`src/rtl/cart_rom_responder.sv`:
```
// Cart-bus ROM responder: debounces the board address, serves 16-bit words from a
// two-slot buffer and fills misses/prefetches over a variable-latency req/ack port.
module cart_rom_responder #(
    parameter int unsigned ADDR_W     = 21,
    parameter int unsigned SETTLE_CYC = 2,
    parameter bit          PREFETCH   = 1'b1
) (
    input  logic              MCLK,
    input  logic              SRES,
    input  logic [ADDR_W-1:0] cart_address,
    input  logic              cart_cs,
    input  logic              cart_oe,
    output logic [15:0]       cart_data,
    input  logic [ADDR_W-1:0] rom_mask,
    input  logic              flush,
    output logic              mem_req,
    output logic [ADDR_W-1:0] mem_addr,
    input  logic              mem_ack,
    input  logic [15:0]       mem_rdata,
    output logic              busy,
    output logic [15:0]       miss_count
);

    localparam logic [2:0] StIdle   = 3'd0;
    localparam logic [2:0] StSettle = 3'd1;
    localparam logic [2:0] StFetch  = 3'd2;
    localparam logic [2:0] StPref   = 3'd3;
    localparam logic [2:0] StServed = 3'd4;

    localparam logic [3:0] SettleLast = 4'(SETTLE_CYC - 1);

    logic [2:0]        state_q, state_d;
    logic [ADDR_W-1:0] la_q, la_d;
    logic [3:0]        cnt_q, cnt_d;
    logic [15:0]       cart_data_q, cart_data_d;
    logic [ADDR_W-1:0] mem_addr_q, mem_addr_d;
    logic [15:0]       miss_q, miss_d;
    logic              pend_q, pend_d;
    logic              kill_q, kill_d;
    logic [ADDR_W-1:0] tag_q [2];
    logic [ADDR_W-1:0] tag_d [2];
    logic [15:0]       data_q [2];
    logic [15:0]       data_d [2];
    logic [1:0]        v_q, v_d;

    logic              sel;
    logic [ADDR_W-1:0] ea;
    logic [ADDR_W-1:0] la_next;
    logic              hit0, hit1, hit_slot, next_cached;
    logic [2:0]        post_state;

    assign sel         = cart_cs & cart_oe;
    assign ea          = cart_address & rom_mask;
    assign la_next     = (la_q + ADDR_W'(1)) & rom_mask;
    assign hit0        = v_q[0] && (tag_q[0] == la_q);
    assign hit1        = v_q[1] && (tag_q[1] == la_q);
    assign hit_slot    = hit0 ? 1'b0 : 1'b1;
    assign next_cached = (v_q[0] && (tag_q[0] == la_next)) || (v_q[1] && (tag_q[1] == la_next));
    assign post_state  = !sel ? StIdle : ((ea == la_q) ? StServed : StSettle);

    assign busy       = (state_q == StFetch) || (state_q == StPref);
    assign mem_req    = busy;
    assign mem_addr   = mem_addr_q;
    assign cart_data  = cart_data_q;
    assign miss_count = miss_q;

    always_comb begin
        state_d     = state_q;
        la_d        = la_q;
        cnt_d       = cnt_q;
        cart_data_d = cart_data_q;
        mem_addr_d  = mem_addr_q;
        miss_d      = miss_q;
        pend_d      = pend_q;
        kill_d      = kill_q;
        tag_d       = tag_q;
        data_d      = data_q;
        v_d         = v_q;

        case (state_q)
            StIdle: begin
                if (sel) begin
                    la_d    = ea;
                    cnt_d   = '0;
                    state_d = StSettle;
                end
            end
            StSettle: begin
                if (!sel) begin
                    state_d = StIdle;
                end else if (ea != la_q) begin
                    la_d  = ea;
                    cnt_d = '0;
                end else if (cnt_q == SettleLast) begin
                    if (hit0 || hit1) begin
                        cart_data_d = data_q[hit_slot];
                        if (PREFETCH && !next_cached) begin
                            pend_d     = ~hit_slot;
                            mem_addr_d = la_next;
                            state_d    = StPref;
                        end else begin
                            state_d = StServed;
                        end
                    end else begin
                        mem_addr_d = la_q;
                        if (miss_q != 16'hFFFF) miss_d = miss_q + 16'd1;
                        state_d = StFetch;
                    end
                end else begin
                    cnt_d = cnt_q + 4'd1;
                end
            end
            StFetch: begin
                if (mem_ack) begin
                    cart_data_d = mem_rdata;
                    if (!kill_q) begin
                        tag_d[0]  = la_q;
                        data_d[0] = mem_rdata;
                        v_d[0]    = 1'b1;
                    end
                    if (PREFETCH) begin
                        pend_d     = 1'b1;
                        mem_addr_d = la_next;
                        state_d    = StPref;
                    end else begin
                        state_d = post_state;
                        la_d    = ea;
                        cnt_d   = '0;
                    end
                end
            end
            StPref: begin
                // Address changes seen while prefetching are only acted on after the ack.
                if (mem_ack) begin
                    if (!kill_q) begin
                        tag_d[pend_q]  = mem_addr_q;
                        data_d[pend_q] = mem_rdata;
                        v_d[pend_q]    = 1'b1;
                    end
                    state_d = post_state;
                    la_d    = ea;
                    cnt_d   = '0;
                end
            end
            StServed: begin
                if (!sel) begin
                    state_d = StIdle;
                end else if (ea != la_q) begin
                    la_d    = ea;
                    cnt_d   = '0;
                    state_d = StSettle;
                end
            end
            default: state_d = StIdle;
        endcase

        // A flush seen mid-transaction suppresses that transaction's slot fill.
        if (busy) begin
            kill_d = mem_ack ? 1'b0 : (kill_q | flush);
        end else begin
            kill_d = 1'b0;
        end
        if (flush) v_d = 2'b00;
    end

    always_ff @(posedge MCLK) begin
        if (!SRES) begin
            state_q     <= StIdle;
            la_q        <= '0;
            cnt_q       <= '0;
            cart_data_q <= '0;
            mem_addr_q  <= '0;
            miss_q      <= '0;
            pend_q      <= 1'b0;
            kill_q      <= 1'b0;
            tag_q       <= '{default: '0};
            data_q      <= '{default: '0};
            v_q         <= 2'b00;
        end else begin
            state_q     <= state_d;
            la_q        <= la_d;
            cnt_q       <= cnt_d;
            cart_data_q <= cart_data_d;
            mem_addr_q  <= mem_addr_d;
            miss_q      <= miss_d;
            pend_q      <= pend_d;
            kill_q      <= kill_d;
            tag_q       <= tag_d;
            data_q      <= data_d;
            v_q         <= v_d;
        end
    end

endmodule

```
`config.mk`:
```
export PLATFORM = sky130hd
export DESIGN_NAME = cart_rom_responder
export DESIGN_NICKNAME = d
export VERILOG_FILES = /design/src/rtl/cart_rom_responder.sv
export SDC_FILE = /design/constraint.sdc
export NUM_CORES = 1
export LEC_CHECK = 0
export CORE_MARGIN = 8
export CORE_UTILIZATION = 52
export DETAILED_ROUTE_END_ITERATION = 16
export HOLD_SLACK_MARGIN = 0.05
export PLACE_DENSITY_LB_ADDON = 0.1
export RECOVER_POWER = 25
export SLEW_MARGIN = 40
export SYNTH_ARGS = -nofsm -noshare
export SYNTH_HDL_FRONTEND = slang
export SYNTH_SLANG_ARGS = --single-unit
export TNS_END_PERCENT = 5
```
`constraint.sdc`:
```
create_clock -name MCLK -period 3 [get_ports MCLK]
set_input_delay 0.6 -clock MCLK [delete_from_list [all_inputs] [get_ports MCLK]]
set_output_delay 0.6 -clock MCLK [all_outputs]
set_load 0.1 [all_outputs]
```
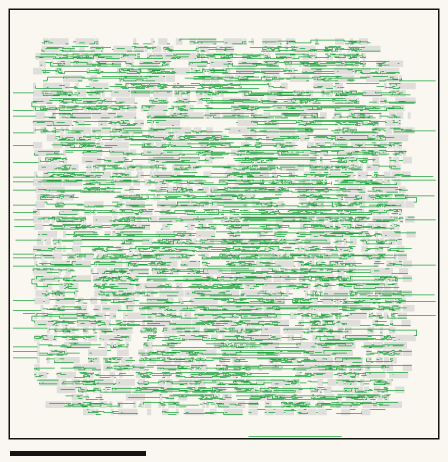
run_1/met1.png
Bar = 50 um. Cells faint in the background.
share of all routed wire = 41%
nets with wire on the layer = 1518

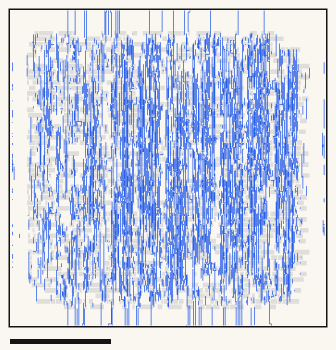
run_1/met2.png
Bar = 50 um. Cells faint in the background.
share of all routed wire = 46%
main direction = vertical
longest straight run = 69.4 um
Vias: 10800
GR Layer Usage met2: 47.7%
drt total wl: 36.2 mm

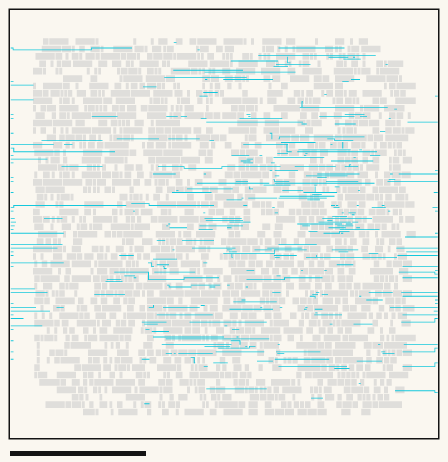
run_1/met3.png
Bar = 50 um. Cells faint in the background.
wire length on this layer = 2550 um
nets with wire on the layer = 218
main direction = horizontal
Global Route met3 Usage: 6.09%

==> run notes, run 1 <==
Synthesis and place-and-route results.

- After synthesis the netlist holds a flip-flop and latch count of 159.
- The first global-routing pass estimated approximately 56 mm of wire.
- The required time at the worst endpoint is listed as 3.31 ns.
- The area taken by flip-flops and latches is 3210 um^2.
- The flow ran to the end, but the final reports show violations.
- The sequential fraction of the synthesis area is just over 30%.
- The half-perimeter wire length after placement is 27.0 mm.
- Per the finish-stage timing summary, setup violations number 4.
- The setup slack after layout is -0.0421 ns.
- According to the floorplan report, the placeable core area is 19500 um^2.
- The largest net degree at the start of global routing is around 66.
- The top fanout value on the critical path is 8.
- The max-slew check reports its worst relative slack as 21.2%.
- The CTS tree is done.
- The register clock-pin slew on the reported worst setup and hold paths is 0.07 ns.
- After detailed routing, the number of remaining DRC violations is 0.
- The clock buffer count from CTS is 17.
- The number of enable flip-flop cells is 0.
- The arrival time of the worst setup path is around 3.4 ns.
- The final reports fail on setup timing.
- The synthesized netlist occupies a cell area of 10400 um^2.
- Per the run report, area growth between synthesis and finish was 30.7%.
- The worst setup path is launched from a flop.
- The initial utilization of the core area, before any placement, comes to a little over half.
- The number of cell rows is slightly above 50.
- The floorplan step set the die height to about 160 um.
- The post-route netlist has 19.2% of its cells at a drive strength greater than 1.
- The fraction of met1 tracks used by global routing is about 35%.
- The most frequent logic cell in the layout is nand2_1.
- Per the synthesis report, the adder-cell share of the synthesized area is 0.580%.
- The final antenna diode tally reported by the flow is 0.
- In the detailed route, the total length drawn on met3 is 2.55 mm.
- The Yosys step of the flow raised 0 warnings.
- The initial antenna violation count is 0.
- The clock root buffer is clkbuf_16.
- The latest clock arrival within the worst-skew pair is 0.44 ns.
- According to the finish report, the design has a final net count of 1615.
- The number of distinct library cell variants in the gate-level netlist after synthesis is 79.
- For this run, the top clock speed supported by timing is 0.329 GHz.
- For this run the aggregate overflow at the end of global routing stands at 0.
- In the final layout, the multi-input gates occupy 6940 um^2.
==> run 1: worst max-delay path, stage by stage, from the launching register on <==
cell	delay (ns)
dfxtp_4	0.37
ha_4	0.16
nand4_4	0.19
o211a_1	0.32
or3_4	0.40
a2111oi_4	0.31
o2111ai_2	0.19
nor4_4	0.28
a22oi_4	0.12
buf_12	0.16
buf_12	0.14
mux2i_1	0.16
o211ai_1	0.11
==> run 1: where the power goes <==
group	internal [mW]	switching [mW]
Combinational	0.262	0.266
Clock	1.14	1.13
Sequential	2.12	0.0211
==> run 1: metrics by stage <==
| stage | worst slack (ns) | cells | area [um^2] | util (%) |
|---|---|---|---|---|
| 5_1_grt | -0.160 | 1825 | 13500 | 69.3 |
| 3_3_place_gp | -0.533 | 1787 | 12700 | 64.9 |
| 6_report | -0.0421 | 1825 | 13500 | 69.3 |
| 3_5_place_dp | -0.557 | 1787 | 12700 | 64.9 |
| 4_1_cts | -0.00880 | 1823 | 13600 | 69.4 |
| 2_1_floorplan | 0.0000140 | 1333 | 10400 | - |
==> run 1: cell type report <==
class                           count  share of cell area, %
Clock buffer                       17                   3.14
Clock inverter                     15                   1.34
Inverter                           15                  0.416
Multi-Input combinational cell   1058                   51.3
Sequential cell                   159                   23.8
Tap cell                          265                   2.45
Timing Repair Buffer              296                   17.6
==> run 1: worst min path at each step <==
stage | start | endpoint | slack (ns) | depth (start not counted)
after floorplan | data_q[22]$_SDFFE_PN0P_ | data_q[22]$_SDFFE_PN0P_ | 0.44 | 2
after detailed placement | data_q[27]$_SDFFE_PN0P_ | data_q[27]$_SDFFE_PN0P_ | 0.46 | 2
final | data_q[28]$_SDFFE_PN0P_ | data_q[28]$_SDFFE_PN0P_ | 0.46 | 2
after global routing | data_q[27]$_SDFFE_PN0P_ | data_q[27]$_SDFFE_PN0P_ | 0.48 | 2
after CTS | data_q[27]$_SDFFE_PN0P_ | data_q[27]$_SDFFE_PN0P_ | 0.47 | 2
after global placement | data_q[2]$_SDFFE_PN0P_ | data_q[2]$_SDFFE_PN0P_ | 0.45 | 2
==> run 1: synth_stat cells (5+ instances only) <==
master | instances | area share (%)
o21ai_0 | 72 | 3.5
nand4_1 | 23 | 1.4
o22ai_1 | 14 | 0.85
o211ai_1 | 6 | 0.44
nor4_1 | 24 | 1.5
dfxtp_1 | 159 | 31
nand2_1 | 265 | 9.6
a21oi_1 | 30 | 1.5
buf_2 | 20 | 0.97
o22a_1 | 14 | 1.2
and2_1 | 34 | 2.1
nor3_1 | 7 | 0.34
xor2_1 | 50 | 4.2
or3_1 | 11 | 0.66
nand2b_1 | 17 | 1.0
mux2i_1 | 71 | 6.9
a221oi_1 | 21 | 1.8
buf_1 | 5 | 0.18
a22oi_1 | 8 | 0.58
nor2_1 | 86 | 3.1
nand3b_1 | 5 | 0.36
nand3_1 | 22 | 1.1
nor2b_1 | 22 | 1.3
clkbuf_1 | 62 | 2.2
nor3b_1 | 31 | 2.2
or4_1 | 6 | 0.44
o211a_1 | 5 | 0.48
buf_4 | 10 | 0.73
a21boi_0 | 57 | 4.1
inv_1 | 14 | 0.51
xnor2_1 | 37 | 3.1
and3_1 | 26 | 1.6
run_1/met4.png
Bar = 50 um.
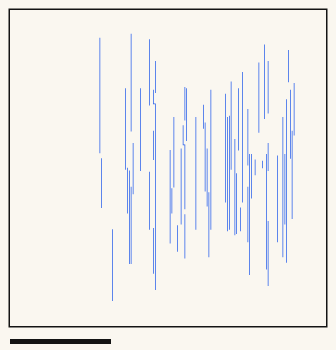

==> run 2: changes to the inputs <==
--- a/config.mk
+++ b/config.mk
@@ -8,9 +8,10 @@
 export CORE_MARGIN = 8
 export CORE_UTILIZATION = 52
 export DETAILED_ROUTE_END_ITERATION = 16
+export GPL_ROUTABILITY_DRIVEN = 0
 export HOLD_SLACK_MARGIN = 0.05
 export PLACE_DENSITY_LB_ADDON = 0.1
-export RECOVER_POWER = 25
+export RECOVER_POWER = 100
 export SLEW_MARGIN = 40
 export SYNTH_ARGS = -nofsm -noshare
 export SYNTH_HDL_FRONTEND = slang
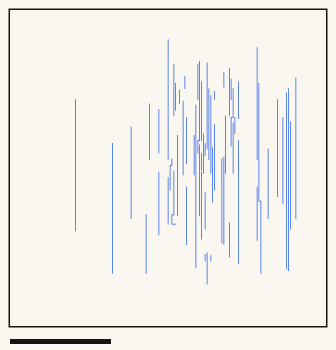
run_2/met4.png
Bar = 50 um.
main direction = vertical
share of all routed wire = 5.7%

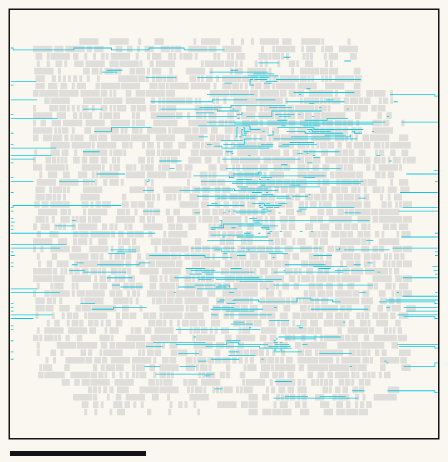
run_2/met3.png
Bar = 50 um. Cells faint in the background.
longest straight run = 65.1 um
wire length on this layer = 3240 um
share of all routed wire = 9.0%
drt total wl: 35.9 mm
Vias: 10900
Global Route met3 Usage: 6.83%

==> run notes, run 2 <==
Synthesis and place-and-route results.

- The flow ran to the end, but the final reports show violations.
- The final reports fail on capacitance limit, slew limit, setup timing.
- The sink of the worst hold path is data_q[22]$_SDFFE_PN0P_.
- The final-report setup violation count is 5 (+1).
- The number of diodes is 0 (unchanged).
- On the critical path, the stage with the largest delay is an instance of clkdlybuf4s50_1.
- The largest area contributor in the netlist is dfxtp_1.
- The fmax is 0.330 GHz (+0.29%).
- The number of DRC violations after detailed routing is 0 (unchanged).
- The number of distinct library cell variants in the gate-level netlist after synthesis is 79 (unchanged).
- The half-perimeter wire length after placement is 26.2 mm (-2.9%).
- The sequential fraction of the synthesis area is 30.8% (unchanged).
- The data required time of the worst path is 3.32 ns (about the same).
- The area taken by flip-flops and latches is 3220 um^2 (+0.12%).
- The report counts max-capacitance violations totalling 1.
- The initial antenna violation count is 0 (unchanged).
- The critical path's largest stage delay is 0.54 ns (+0.14 ns).
- Per the final report, max-transition violations number approximately 45.
- The total overflow reported by the global router is 0 (unchanged).
- In this design, the largest share of critical-path delay is due to AND-OR/OR-AND gates.
- The area of the multi-input gates is 6930 um^2 (-0.14%).
- The core utilization at floorplan is 53.0% (unchanged).
- The buffers plus inverters on the worst setup path was 4 (+2).
- In this run the critical path is formed by clkdlybuf4s50_1 > inv_1 > nor4_4 > o21ai_1 > a2111oi_4 > o2111ai_2 > nor4_4 > a22oi_4 > buf_6 > buf_12 > mux2i_1 > o211ai_1.
- The latest clock arrival within the worst-skew pair is 0.44 ns (about the same).
- Leaving out fill and tap cells, the most frequent cell in the layout is nand2_1.
- The share of cells above drive strength 1 is 19.0% (-0.20 points).
- The netlist area before placement is 10400 um^2 (unchanged).
- The synthesis-stage register bit count was 159 (unchanged).
- The top fanout value on the critical path is 8 (unchanged).
- The CTS tree is done.
- The final-stage net count is 1626 (+0.68%).
- The area of the core is 19500 um^2 (unchanged).
- The wire length of the first global-routing pass is 56.1 mm (-0.32%).
- By area the synthesized netlist is led by dfxtp_1 (31%), nand2_1 (9.6%), mux2i_1 (6.9%).
- The setup slack after layout is -0.0334 ns (+0.00877 ns).
- The utilization after layout is 69.4% (+0.12 points).
- The register clock-pin slew on the reported worst setup and hold paths is 0.08 ns (about the same).
- Clock tree synthesis selected as its root buffer the cell clkbuf_16.
## run 2: cell types whose count changed in the layout (fill, tap and decap cells not counted), sizes merged
cell           change
clkinvlp           -1
clkbuf            +16
dlygate4sd3        +1
clkdlybuf4s50      -2
dlygate4sd2        -2
inv                -3
clkinv             +4
buf                -5
dlymetal6s2s       +3
## run 2: cells by family (layout without fill, tap and decap cells)
logic type	count (synthesis)	in the layout	share of synthesized area, %
fa+ha+maj	5	5	0.580
flops	159	159	30.8
xor+xnor	87	87	7.36
buf+inv	116	354	5.10
compound gates	277	277	18.4
mux	71	71	6.87
simple gates	618	618	30.9
## run 2: layout make-up
type	instances	share of cell area (%)
repair buffers	307	17.7
clock inverters	15	1.40
clock buffers	17	3.14
flip-flops and latches	159	23.7
well taps	265	2.45
inverters	15	0.415
multi-input cells	1058	51.1
## run 2: per-stage QoR
step           std cells  setup slack, ns  hold WS [ns]  cell area (um^2)  TNS [ns]
2_1_floorplan       1333        0.0000140         0.443             10400         0
3_3_place_gp        1795           -0.447         0.450             12700    -20.49
3_5_place_dp        1795           -0.556         0.455             12700    -24.72
4_1_cts             1827          -0.0280         0.466             13500   -0.0933
5_1_grt             1836           -0.155         0.489             13600     -2.89
6_report            1836          -0.0334         0.467             13600   -0.0852
## run 2: worst max-delay path by stage
| stage | endpoint | slack, ns | depth (start not counted) |
|---|---|---|---|
| after detailed placement | miss_count[10]$_SDFFE_PN0P_ | -0.56 | 10 |
| after global placement | miss_count[8]$_SDFFE_PN0P_ | -0.45 | 10 |
| final | mem_addr[14]$_SDFFE_PN0P_ | -0.03 | 12 |
| after CTS | pend_q$_SDFFE_PN0P_ | -0.03 | 12 |
| after global routing | state_q[2]$_SDFFE_PN0P_ | -0.16 | 11 |
| after floorplan | miss_count[8]$_SDFFE_PN0P_ | 0.00001 | 10 |
## run 2: repair_timing
action                                  CTS  global route
endpoints found under the setup margin   37            34
cloned                                    0             1
hold endpoints to repair                  0             0
resized                                  27            56
buffers inserted                          0             8
pin swaps                                 2            25
## run 2: layer usage
layer  wire length (um)  part of all wire [%]
met5                  0                     0
met3               3240                   9.0
met2              16000                    45
met4               2030                   5.7
met1              14600                    41
## run 2: where the power goes
group,internal [mW],switching (mW),total [mW]
clock,1.13,1.10,2.23
combinational,0.265,0.271,0.537
sequential,2.12,0.0209,2.14
total,3.52,1.39,4.90
## run 2: tightest hold or removal path: cells and delay by family (launching register included)
family / cells / cell delay (ns)
AND/OR/NAND/NOR: 1 / 0.04
flip-flops: 1 / 0.31
AND-OR/OR-AND: 1 / 0.06
Power and IR drop assume default switching activity.
